[src/rtl/sync_fifo_param_if.sv]
// ---------------------------------------------------------------------------
// sync_fifo_param_if
//   Handshake / status bundle for sync_fifo_param. The clock and reset stay
//   plain ports on the FIFO; everything else travels through this interface.
//
//   master : producer/consumer side (drives wr_en, data_in, rd_en, clr_err)
//   slave  : FIFO side (drives data, read strobe, occupancy and flags)
//
//   DATA_W / ADDR_W must match the parameters of the FIFO it is bound to.
// ---------------------------------------------------------------------------
interface sync_fifo_param_if #(
    parameter int DATA_W = 8,
    parameter int ADDR_W = 4
);
    logic              wr_en;
    logic [DATA_W-1:0] data_in;
    logic              rd_en;
    logic              clr_err;
    logic [DATA_W-1:0] data_out;
    logic              rd_valid;
    logic              full;
    logic              empty;
    logic              almost_full;
    logic              almost_empty;
    logic [ADDR_W:0]   count;
    logic              overflow;
    logic              underflow;

    modport master (
        output wr_en, data_in, rd_en, clr_err,
        input  data_out, rd_valid, full, empty, almost_full, almost_empty,
               count, overflow, underflow
    );

    modport slave (
        input  wr_en, data_in, rd_en, clr_err,
        output data_out, rd_valid, full, empty, almost_full, almost_empty,
               count, overflow, underflow
    );
endinterface

[src/rtl/sync_fifo_param.sv]
// ---------------------------------------------------------------------------
// sync_fifo_param
//   Single-clock FIFO, DEPTH = 2**ADDR_W words of DATA_W bits, with
//   registered occupancy count, programmable almost-full / almost-empty
//   thresholds, a one-cycle read-valid strobe and sticky overflow/underflow.
//
//   Ports:
//     clk   - rising-edge clock for all state
//     rst   - asynchronous, active-low reset (clears pointers, count, flags,
//             data_out, rd_valid; memory contents are left as they are)
//     fifo  - sync_fifo_param_if.slave:
//               wr_en/data_in   write request and data
//               rd_en           read request; data_out valid one clock later
//               rd_valid        high for the cycle data_out carries new data
//               count           occupancy 0..DEPTH
//               full/empty/almost_full/almost_empty  decoded from count
//               overflow/underflow  sticky error flags, cleared by clr_err
// ---------------------------------------------------------------------------
module sync_fifo_param #(
    parameter int DATA_W = 8,
    parameter int ADDR_W = 4,
    parameter int AF_LVL = 14,
    parameter int AE_LVL = 2
) (
    input logic            clk,
    input logic            rst,
    sync_fifo_param_if.slave fifo
);
    localparam int              DEPTH   = 1 << ADDR_W;
    localparam logic [ADDR_W:0] DEPTH_C = (ADDR_W+1)'(DEPTH);
    localparam logic [ADDR_W:0] AF_C    = (ADDR_W+1)'(AF_LVL);
    localparam logic [ADDR_W:0] AE_C    = (ADDR_W+1)'(AE_LVL);
    localparam logic [ADDR_W:0] ONE_C   = (ADDR_W+1)'(1);

    // Storage: synchronous write port, read is captured into data_out_q.
    logic [DATA_W-1:0] mem [DEPTH];

    logic [ADDR_W:0]   wr_ptr_q,   wr_ptr_d;
    logic [ADDR_W:0]   rd_ptr_q,   rd_ptr_d;
    logic [ADDR_W:0]   count_q,    count_d;
    logic [DATA_W-1:0] data_out_q, data_out_d;
    logic              rd_valid_q, rd_valid_d;
    logic              overflow_q, overflow_d;
    logic              underflow_q, underflow_d;

    logic full, empty, almost_full, almost_empty;
    logic wr_acc, rd_acc;

    // Status comes only from the registered count, so no input reaches
    // these outputs combinationally.
    always_comb begin
        full         = (count_q == DEPTH_C);
        empty        = (count_q == '0);
        almost_full  = (count_q >= AF_C);
        almost_empty = (count_q <= AE_C);
    end

    always_comb begin
        wr_acc      = fifo.wr_en && !full;
        rd_acc      = fifo.rd_en && !empty;

        wr_ptr_d    = wr_ptr_q;
        rd_ptr_d    = rd_ptr_q;
        count_d     = count_q;
        data_out_d  = data_out_q;
        rd_valid_d  = 1'b0;

        if (wr_acc) begin
            wr_ptr_d = wr_ptr_q + ONE_C;
        end

        if (rd_acc) begin
            rd_ptr_d   = rd_ptr_q + ONE_C;
            data_out_d = mem[rd_ptr_q[ADDR_W-1:0]];
            rd_valid_d = 1'b1;
        end

        // Simultaneous accepted read and write leave occupancy unchanged.
        case ({wr_acc, rd_acc})
            2'b10:   count_d = count_q + ONE_C;
            2'b01:   count_d = count_q - ONE_C;
            default: count_d = count_q;
        endcase

        // Clear first, then a new error in the same cycle re-sets the flag.
        overflow_d  = (overflow_q  && !fifo.clr_err) || (fifo.wr_en && full);
        underflow_d = (underflow_q && !fifo.clr_err) || (fifo.rd_en && empty);
    end

    always_ff @(posedge clk or negedge rst) begin
        if (!rst) begin
            wr_ptr_q    <= '0;
            rd_ptr_q    <= '0;
            count_q     <= '0;
            data_out_q  <= '0;
            rd_valid_q  <= 1'b0;
            overflow_q  <= 1'b0;
            underflow_q <= 1'b0;
        end else begin
            wr_ptr_q    <= wr_ptr_d;
            rd_ptr_q    <= rd_ptr_d;
            count_q     <= count_d;
            data_out_q  <= data_out_d;
            rd_valid_q  <= rd_valid_d;
            overflow_q  <= overflow_d;
            underflow_q <= underflow_d;
        end
    end

    // Memory has no reset so it maps onto plain RAM.
    always_ff @(posedge clk) begin
        if (wr_acc) begin
            mem[wr_ptr_q[ADDR_W-1:0]] <= fifo.data_in;
        end
    end

    assign fifo.data_out     = data_out_q;
    assign fifo.rd_valid     = rd_valid_q;
    assign fifo.count        = count_q;
    assign fifo.full         = full;
    assign fifo.empty        = empty;
    assign fifo.almost_full  = almost_full;
    assign fifo.almost_empty = almost_empty;
    assign fifo.overflow     = overflow_q;
    assign fifo.underflow    = underflow_q;
endmodule
[src/flat_wrapper.sv]
// flat-port wrapper written by rule: the top's interface ports become plain ports
module sync_fifo_param_flat 
#(
    parameter int DATA_W = 8,
    parameter int ADDR_W = 4,
    parameter int AF_LVL = 14,
    parameter int AE_LVL = 2
)
  (clk, rst, fifo_wr_en, fifo_data_in, fifo_rd_en, fifo_clr_err, fifo_data_out, fifo_rd_valid, fifo_full, fifo_empty, fifo_almost_full, fifo_almost_empty, fifo_count, fifo_overflow, fifo_underflow);
  sync_fifo_param_if #(.DATA_W(DATA_W), .ADDR_W(ADDR_W)) fifo_i ();
  input logic clk;
  input logic rst;
  input wire logic [$bits(fifo_i.wr_en)-1:0] fifo_wr_en;
  input wire logic [$bits(fifo_i.data_in)-1:0] fifo_data_in;
  input wire logic [$bits(fifo_i.rd_en)-1:0] fifo_rd_en;
  input wire logic [$bits(fifo_i.clr_err)-1:0] fifo_clr_err;
  output wire logic [$bits(fifo_i.data_out)-1:0] fifo_data_out;
  output wire logic [$bits(fifo_i.rd_valid)-1:0] fifo_rd_valid;
  output wire logic [$bits(fifo_i.full)-1:0] fifo_full;
  output wire logic [$bits(fifo_i.empty)-1:0] fifo_empty;
  output wire logic [$bits(fifo_i.almost_full)-1:0] fifo_almost_full;
  output wire logic [$bits(fifo_i.almost_empty)-1:0] fifo_almost_empty;
  output wire logic [$bits(fifo_i.count)-1:0] fifo_count;
  output wire logic [$bits(fifo_i.overflow)-1:0] fifo_overflow;
  output wire logic [$bits(fifo_i.underflow)-1:0] fifo_underflow;
  assign fifo_i.wr_en = fifo_wr_en;
  assign fifo_i.data_in = fifo_data_in;
  assign fifo_i.rd_en = fifo_rd_en;
  assign fifo_i.clr_err = fifo_clr_err;
  assign fifo_data_out = fifo_i.data_out;
  assign fifo_rd_valid = fifo_i.rd_valid;
  assign fifo_full = fifo_i.full;
  assign fifo_empty = fifo_i.empty;
  assign fifo_almost_full = fifo_i.almost_full;
  assign fifo_almost_empty = fifo_i.almost_empty;
  assign fifo_count = fifo_i.count;
  assign fifo_overflow = fifo_i.overflow;
  assign fifo_underflow = fifo_i.underflow;
  sync_fifo_param #(.DATA_W(DATA_W), .ADDR_W(ADDR_W), .AF_LVL(AF_LVL), .AE_LVL(AE_LVL)) u_core (.clk(clk), .rst(rst), .fifo(fifo_i));
endmodule
[config.mk]
export PLATFORM = sky130hd
export DESIGN_NAME = sync_fifo_param_flat
export DESIGN_NICKNAME = d
export VERILOG_FILES = /design/src/rtl/sync_fifo_param_if.sv /design/src/rtl/sync_fifo_param.sv /design/src/flat_wrapper.sv
export SDC_FILE = /design/constraint.sdc
export NUM_CORES = 1
export LEC_CHECK = 0
export CAP_MARGIN = 15
export CORE_MARGIN = 10
export CORE_UTILIZATION = 25
export DETAILED_ROUTE_END_ITERATION = 7
export RECOVER_POWER = 100
export SLEW_MARGIN = 5
export SYNTH_ARGS = -nofsm -noshare
export SYNTH_HDL_FRONTEND = slang
export SYNTH_SLANG_ARGS = --single-unit
[constraint.sdc]
create_clock -name clk -period 4.9 [get_ports clk]
set_input_delay 1.47 -clock clk [delete_from_list [all_inputs] [get_ports clk]]
set_output_delay 1.47 -clock clk [all_outputs]
set_load 0.03 [all_outputs]
==> reports/results.tsv, run 1 <==
metric	value	unit
I/O pin count	33	
cell repeated most along the worst path	ha_1	
FP Util	0.254	
nets	389	
DRC viols	0	
Gate Area	1580	um2
Final setup viols	0	
CTS clk-pin slew, worst paths	0.06	ns
Port Buffers	32	
layout cells sized above 1	0.175	
Flop area	4450	um2
Max Slew Vio Count	0	
drt initial violations	295	
Vias	3066	
Clock Path Buffers	2	
slowest cell delay on critical path	0.59	ns
hold depth	1	
CTS tree	yes	
Synth cell types	42	
drt first pass iters	4	
yosys stat chip area	6170	um2
Max-Cap Viols	0	
RSZ-0062 raised after global routing	false	
Seq/Total Area, Yosys	0.720	
worst setup path endpoint	u_core.fifo.count[4]	
flip-flops with a built-in enable	128	
Total Wirelength	12600	um
Die W	177	um
syn avg cell area	18.7	um2
yosys cell count	330	
CTS Buf Count	17	
Flops after synth	152	
VDD IR max	0.000271	V
WHS Endpoint	u_core.fifo.overflow	
wire per inst	17.9	um
Worst EP required	5.19	ns
CTS sink cnt	152	
Post-Synthesis Cells	330	
worst skew pair latency	0.41	ns
dominant logic cell types in the final layout	edfxtp_1, mux4_2, dlygate4sd3_1	
site row count	57	
syn nets	352	
Antenna diodes	0	
tally of OpenROAD warnings	30	
Hold Vio Cnt, Final	0	
grt total ovfl	0	
status	complete, no violations	
PwrDens	577	nW/um2
leakage	0.00246	uW
worst reg-to-reg setup slack	1.54	ns
gpl congestion	0.812	
dpl hpwl	8090	um
worst hold path class	flop to flop	
critical path startpoint	fifo_rd_en	
DIE AREA	31400	um2
Critical Path End Type	flop	
critical-path cell list	dlygate4sd3_1 -> o31ai_4 -> inv_1 -> ha_1 -> xor2_1 -> ha_1 -> o211a_1 -> or4_1 -> nand3_1 -> nor3b_1	
Achievable Freq	0.264	GHz
Syn-to-layout area delta	19.0	%
Hold Buf Count CTS	0	
Sum Neg Setup Slack	0	ns
crit start category	input port	
vias per cell	4.37	
Post-DRT Antenna Nets	0	
vias in the first global route	3288	
H-tree depth	4	
Die Y	177	um
-- run 1: sequential cells by signal, indices dropped and copies added (netlist names) --
register,flops
u_core.fifo.count,5
u_core.fifo.data_out,8
u_core.fifo.overflow,1
u_core.fifo.rd_valid,1
u_core.fifo.underflow,1
u_core.mem,128
u_core.rd_ptr_q,4
u_core.wr_ptr_q,4
-- run 1: cells by family (layout without fill, tap and decap cells) --
kind of cell	count (synthesis)	after routing	synth area share
AOI/OAI and AO/OA	24	24	0.0316
xor gates and xnor gates	9	9	0.0128
adders and majority gates	9	9	0.0182
buffers and inverters	25	73	0.0227
DFF	152	152	0.720
muxes	49	49	0.145
and+or+nand+nor	62	62	0.0499
-- run 1: worst max-delay path: cells and delay by family --
kind                       cells  cell delay, ns
buffers and inverters          2            0.88
adders and majority gates      2            0.62
and+or+nand+nor                3            0.54
AOI/OAI and AO/OA              2            0.38
xor gates and xnor gates       1            0.19
-- run 1: Yosys cell counts (2+ instances only) --
| master | n | area, um2 |
|---|---|---|
| inv_1 | 5 | 18.8 |
| dfrtp_1 | 24 | 601 |
| mux4_2 | 32 | 721 |
| buf_2 | 7 | 35.0 |
| buf_4 | 4 | 30.0 |
| a21oi_1 | 2 | 10.0 |
| o221ai_1 | 8 | 70.1 |
| edfxtp_1 | 128 | 3840 |
| o21ai_0 | 5 | 25.0 |
| buf_6 | 3 | 33.8 |
| nand2_1 | 22 | 82.6 |
| xnor2_1 | 6 | 52.6 |
| clkbuf_1 | 4 | 15.0 |
| a22o_1 | 2 | 17.5 |
| nand2b_1 | 4 | 25.0 |
| nand4_1 | 2 | 12.5 |
| xor2_1 | 3 | 26.3 |
| ha_1 | 9 | 113 |
| nor3b_1 | 3 | 22.5 |
| nor2_1 | 14 | 52.6 |
| mux2i_1 | 16 | 160 |
| nor3_1 | 6 | 30.0 |
| nand3_1 | 2 | 10.0 |
-- run 1: metal layers --
metal | global-route usage | vias to the layer above | share of wire
met3 | 0.0279 | 13 | 0.055
li1 | - | 1387 | -
met5 | 0 | - | 0
met1 | 0.103 | 1587 | 0.45
met4 | 0.0245 | 0 | 0.0094
met2 | 0.134 | 79 | 0.49
-- run 1: per-stage QoR --
step / setup WS [ns] / hold WS [ns] / instances / instance area, um2
4_1_cts: 1.15 / 0.511 / 702 / 7370
6_report: 1.11 / 0.502 / 702 / 7340
5_1_grt: 1.01 / 0.510 / 702 / 7340
2_1_floorplan: 1.14 / 0.522 / 330 / 6170
3_5_place_dp: 0.763 / 0.493 / 672 / 6820
3_3_place_gp: 0.865 / 0.500 / 672 / 6820
-- run 1: area by class of cell --
cell class / count / share of cell area
clock buffer: 17 / 0.0579
clock inverter: 13 / 0.0177
inverter: 6 / 0.00307
multi-input combinational: 153 / 0.215
sequential: 152 / 0.606
tap: 324 / 0.0552
timing repair buffer: 37 / 0.0458
-- run 1: power breakdown --
group	total (uW)	switching (uW)	internal (uW)	leakage [uW]
Combinational	1120	569	547	0.000735
Clock	1230	491	740	0.000276
Sequential	1890	287	1600	0.00145
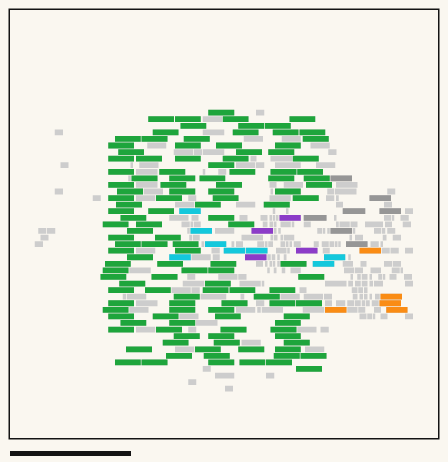
*Where the registers sit, run 1*
The bar under the picture is 50 um long. Other sequential cells in the stronger gray, the rest of the logic in the fainter gray.
cyan -> `u_core.fifo.data_out`  # flops 8, where center
purple -> `u_core.wr_ptr_q`  # flops 4
green -> `u_core.mem`  # flops 128
orange -> `u_core.fifo.count`  # flops 5

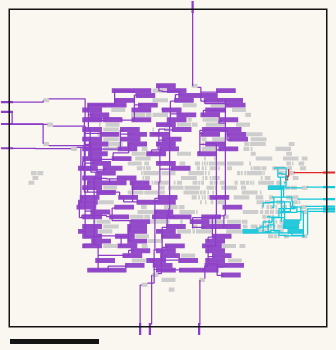
*Nets reached from selected ports, run 1*
The bar under the picture is 50 um long.
purple -> `fifo_data_in`  # direction input, edge 4 west, 3 south, 1 north, end cells 128, buffers 8, wire 1690 um
cyan -> `fifo_count`  # direction output, edge east, end cells 5, buffers 5, wire 396 um
red -> `fifo_empty`  # direction output, edge east, end cells 1, buffers 1, wire 22.5 um

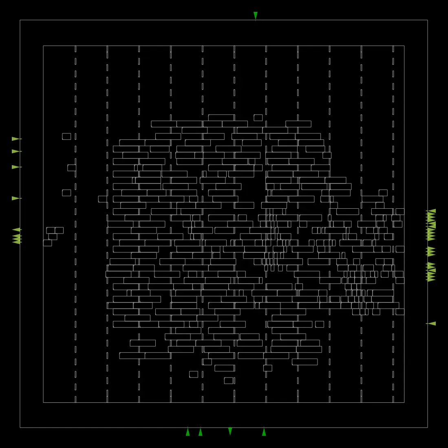
*Placement view, run 1*
Final Non-Filler Cells: 702
Core Region: 24300 um2
Tapcells: 324

==> run 2, diff against run 1 <==
Clock period 4.9 ns to 3.6 ns, I/O delays scaled along.
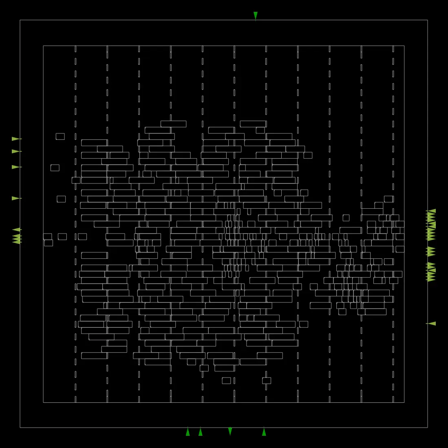
*Placement view, run 2*
Seq/total area: 0.595
flop count: 152

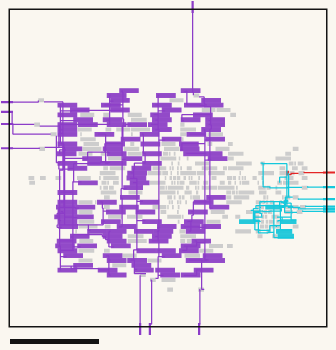
*Nets reached from selected ports, run 2*
The bar under the picture is 50 um long.
purple -> `fifo_data_in`  # direction input, edge 4 west, 3 south, 1 north, end cells 128, buffers 8, wire 1640 um
cyan -> `fifo_count`  # direction output, edge east, end cells 5, buffers 5, wire 423 um
red -> `fifo_empty`  # direction output, edge east, end cells 1, buffers 1, wire 19.0 um

==> run 2 against run 1 <==
Compared with the run above:
- register-to-register slack worse by 1.0 ns
- global-route usage up 0.15 points
- non-clock buffer count up 16
- sequential power up 35%
- worst setup slack worse by 0.90 ns
- core utilization up 0.53 points
- synthesized cell count unchanged
- highest routed layer unchanged
- via count up 3.0%
==> reports/results.tsv, run 2 <==
metric	value	unit	change
status	complete, no violations		
dpl hpwl	8170	um	+0.93%
worst endpoint data arrival time	2.31	ns	
Synth mux share	0.145		unchanged
CTS Root Cell	clkbuf_16		
post-synthesis xor/xnor area fraction	0.0128		unchanged
Synth cell types	42		unchanged
flip-flops with a built-in enable	128		unchanged
nets	405		+4.1%
layout cells sized above 1	0.174		-0.000361
dominant logic cell types in the final layout	edfxtp_1, mux4_2, dlygate4sd3_1		
Max-Cap Viols	0		unchanged
wire per inst	17.6	um	-1.7%
Basic Gates by Area	0.0499		unchanged
Post-DRT Antenna Nets	0		unchanged
worst skew pair latency	0.42	ns	about the same
leakage	0.00250	uW	+1.9%
Critical Path End Type	output pin		
design internal power	4110	uW	+42%
AO/OA Area Share	0.0316		unchanged
I/O pin count	33		unchanged
Clk pwr share	0.312		+0.022
Die W	177	um	unchanged
Flops after synth	152		unchanged
Syn-to-layout area delta	21.1	%	
H-tree depth	4		unchanged
site row count	57		unchanged
Hold Vio Cnt, Final	0		unchanged
hold depth	1		unchanged
CTS tree	yes		
CTS Buf Count	17		unchanged
most frequent logic cell in the layout	edfxtp_1		
VDD IR max	0.000325	V	+20%
Antenna diodes	0		unchanged
DRC viols	0		unchanged
Synth top area share	0.623		unchanged
Seq/Total Area, Yosys	0.720		unchanged
YS warnings	0		
gpl congestion	0.775		-4.5%
Port Buffers	32		unchanged
Sw Share	0.312		-0.00637
grt total ovfl	0		unchanged
Commonest flop	edfxtp_1		
Max Slew Vio Count	0		unchanged
Main logic family	multiplexers		
crit start category	flop		
top-count cell post-synth	edfxtp_1		
sequential power share	0.427		-0.019
top cells by count	edfxtp_1, mux4_2, dfrtp_1		
Tmin final	3.39	ns	
yosys cell count	330		unchanged
largest net degree at the start of global routing	34		
syn avg cell area	18.7	um2	unchanged
tally of OpenROAD warnings	30		unchanged
vias in the first global route	3321		+1.0%
worst hold path class	flop to flop		
vias per cell	4.39		+0.43%
Worst Path Max Fanout	11		
Hold Buf Count CTS	0		unchanged
PwrDens	799	nW/um2	+38%
Worst EP required	2.52	ns	-2.67 ns
Final setup viols	0		unchanged
number of post-CTS setup repair buffers	0		
Total Wirelength	12700	um	+0.79%
Adder Area Share	0.0182		unchanged
CTS sink cnt	152		unchanged
CTS clk-pin slew, worst paths	0.06	ns	about the same
DIE AREA	31400	um2	unchanged
Die Y	177	um	unchanged
max reg flops	128		unchanged
Post-Synthesis Cells	330		unchanged
top cells by area	edfxtp_1, mux4_2, dfrtp_1		
Psw	1860	uW	+38%
Logic pwr share	0.261		-0.002
Fillers	2332		
Achievable Freq	0.295	GHz	
drt first pass iters	4		unchanged
Vias	3158		+3.0%
Sum Neg Setup Slack	0	ns	unchanged
syn nets	352		unchanged
RSZ-0062 raised after global routing	false		
FP Util	0.254		unchanged
leading area contributor after synthesis	edfxtp_1		
yosys stat chip area	6170	um2	unchanged
Core Region	24300	um2	unchanged
drt initial violations	350		+19%
Clock Path Buffers	2		unchanged
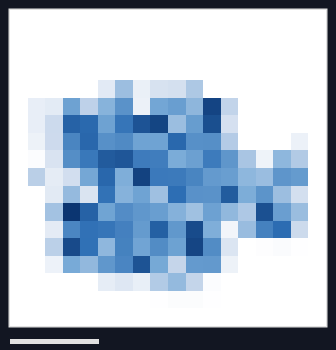
*Placement density heat map, run 2*
The bar under the picture is 50 um long. 18 x 18 tiles, from white (low) to dark blue (high), 0 to 100% covered.
densest ninth of the die = center
tiles over 75% full = 6.8%
fullest tile = 98%
emptiest ninth of the die = north-east
mean over tiles = 23%
nearly empty tiles = 54%

==> run 2: cell counts after synthesis <==
Identical to the previous run, type by type.
==> run 2: cells by family after synthesis <==
logic type      Yosys count
compound gates           24
xor+xnor                  9
fa+ha+maj                 9
buf+inv                  25
flops                   152
mux                      49
simple gates             62
==> run 2: layer usage <==
metal / GRT usage / routed length [um] / up-vias / part of all wire
met5: 0 / 0 / - / 0
met4: 0.0231 / 83 / 0 / 0.0065
met3: 0.0314 / 1020 / 7 / 0.080
met2: 0.138 / 6340 / 103 / 0.50
met1: 0.103 / 5250 / 1631 / 0.41
li1: - / - / 1417 / -
==> run 2: area by class of cell <==
type                            count  area [um2]  area share
Inverter                            6        22.5     0.00301
Timing Repair Buffer               53         410      0.0549
Multi-Input combinational cell    153        1560       0.209
Sequential cell                   152        4450       0.595
Clock inverter                     14         195      0.0261
Tap cell                          324         405      0.0543
Clock buffer                       18         429      0.0574
==> run 2: power groups by stage <==
| stage | Sequential, uW | Combinational, uW | Clock (uW) |
|---|---|---|---|
| after floorplan | 2470 | 1200 | 0 |
| after global placement | 2580 | 1610 | 0 |
| after detailed placement | 2600 | 1650 | 0 |
| after CTS | 2570 | 1650 | 1910 |
| after global routing | 2600 | 1680 | 1990 |
| final | 2550 | 1560 | 1860 |
==> run 2: critical path, stage by stage, from the launching register on <==
cell and delay (ns):
dfrtp_1 0.49, or3_4 0.40, nor3_1 0.21, dlygate4sd3_1 0.79
==> run 2: final timing paths <==
path                                       from               endpoint  slack (ns)
hold / removal             u_core.fifo.overflow   u_core.fifo.overflow        0.51
max in group asynchronous                   rst     u_core.rd_ptr_q[3]        1.16
hold reg to reg            u_core.fifo.overflow   u_core.fifo.overflow        0.51
min in group asynchronous                   rst  u_core.fifo.underflow        1.52
setup / recovery           u_core.fifo.count[1]              fifo_full        0.21
setup reg to reg           u_core.fifo.count[1]   u_core.fifo.count[4]        0.50
==> run 2: through the flow <==
stage	total power (uW)	instances	instance area, um2	hold WS [ns]	worst slack [ns]
after CTS	6120	720	7560	0.519	0.224
after floorplan	3660	330	6170	0.522	0.228
final	5970	720	7470	0.509	0.212
after global placement	4190	688	6940	0.498	0.209
after detailed placement	4240	688	6940	0.504	0.102
after global routing	6270	720	7470	0.541	0.0969
Power figures rest on the tool's default switching activity, not on a simulated workload.
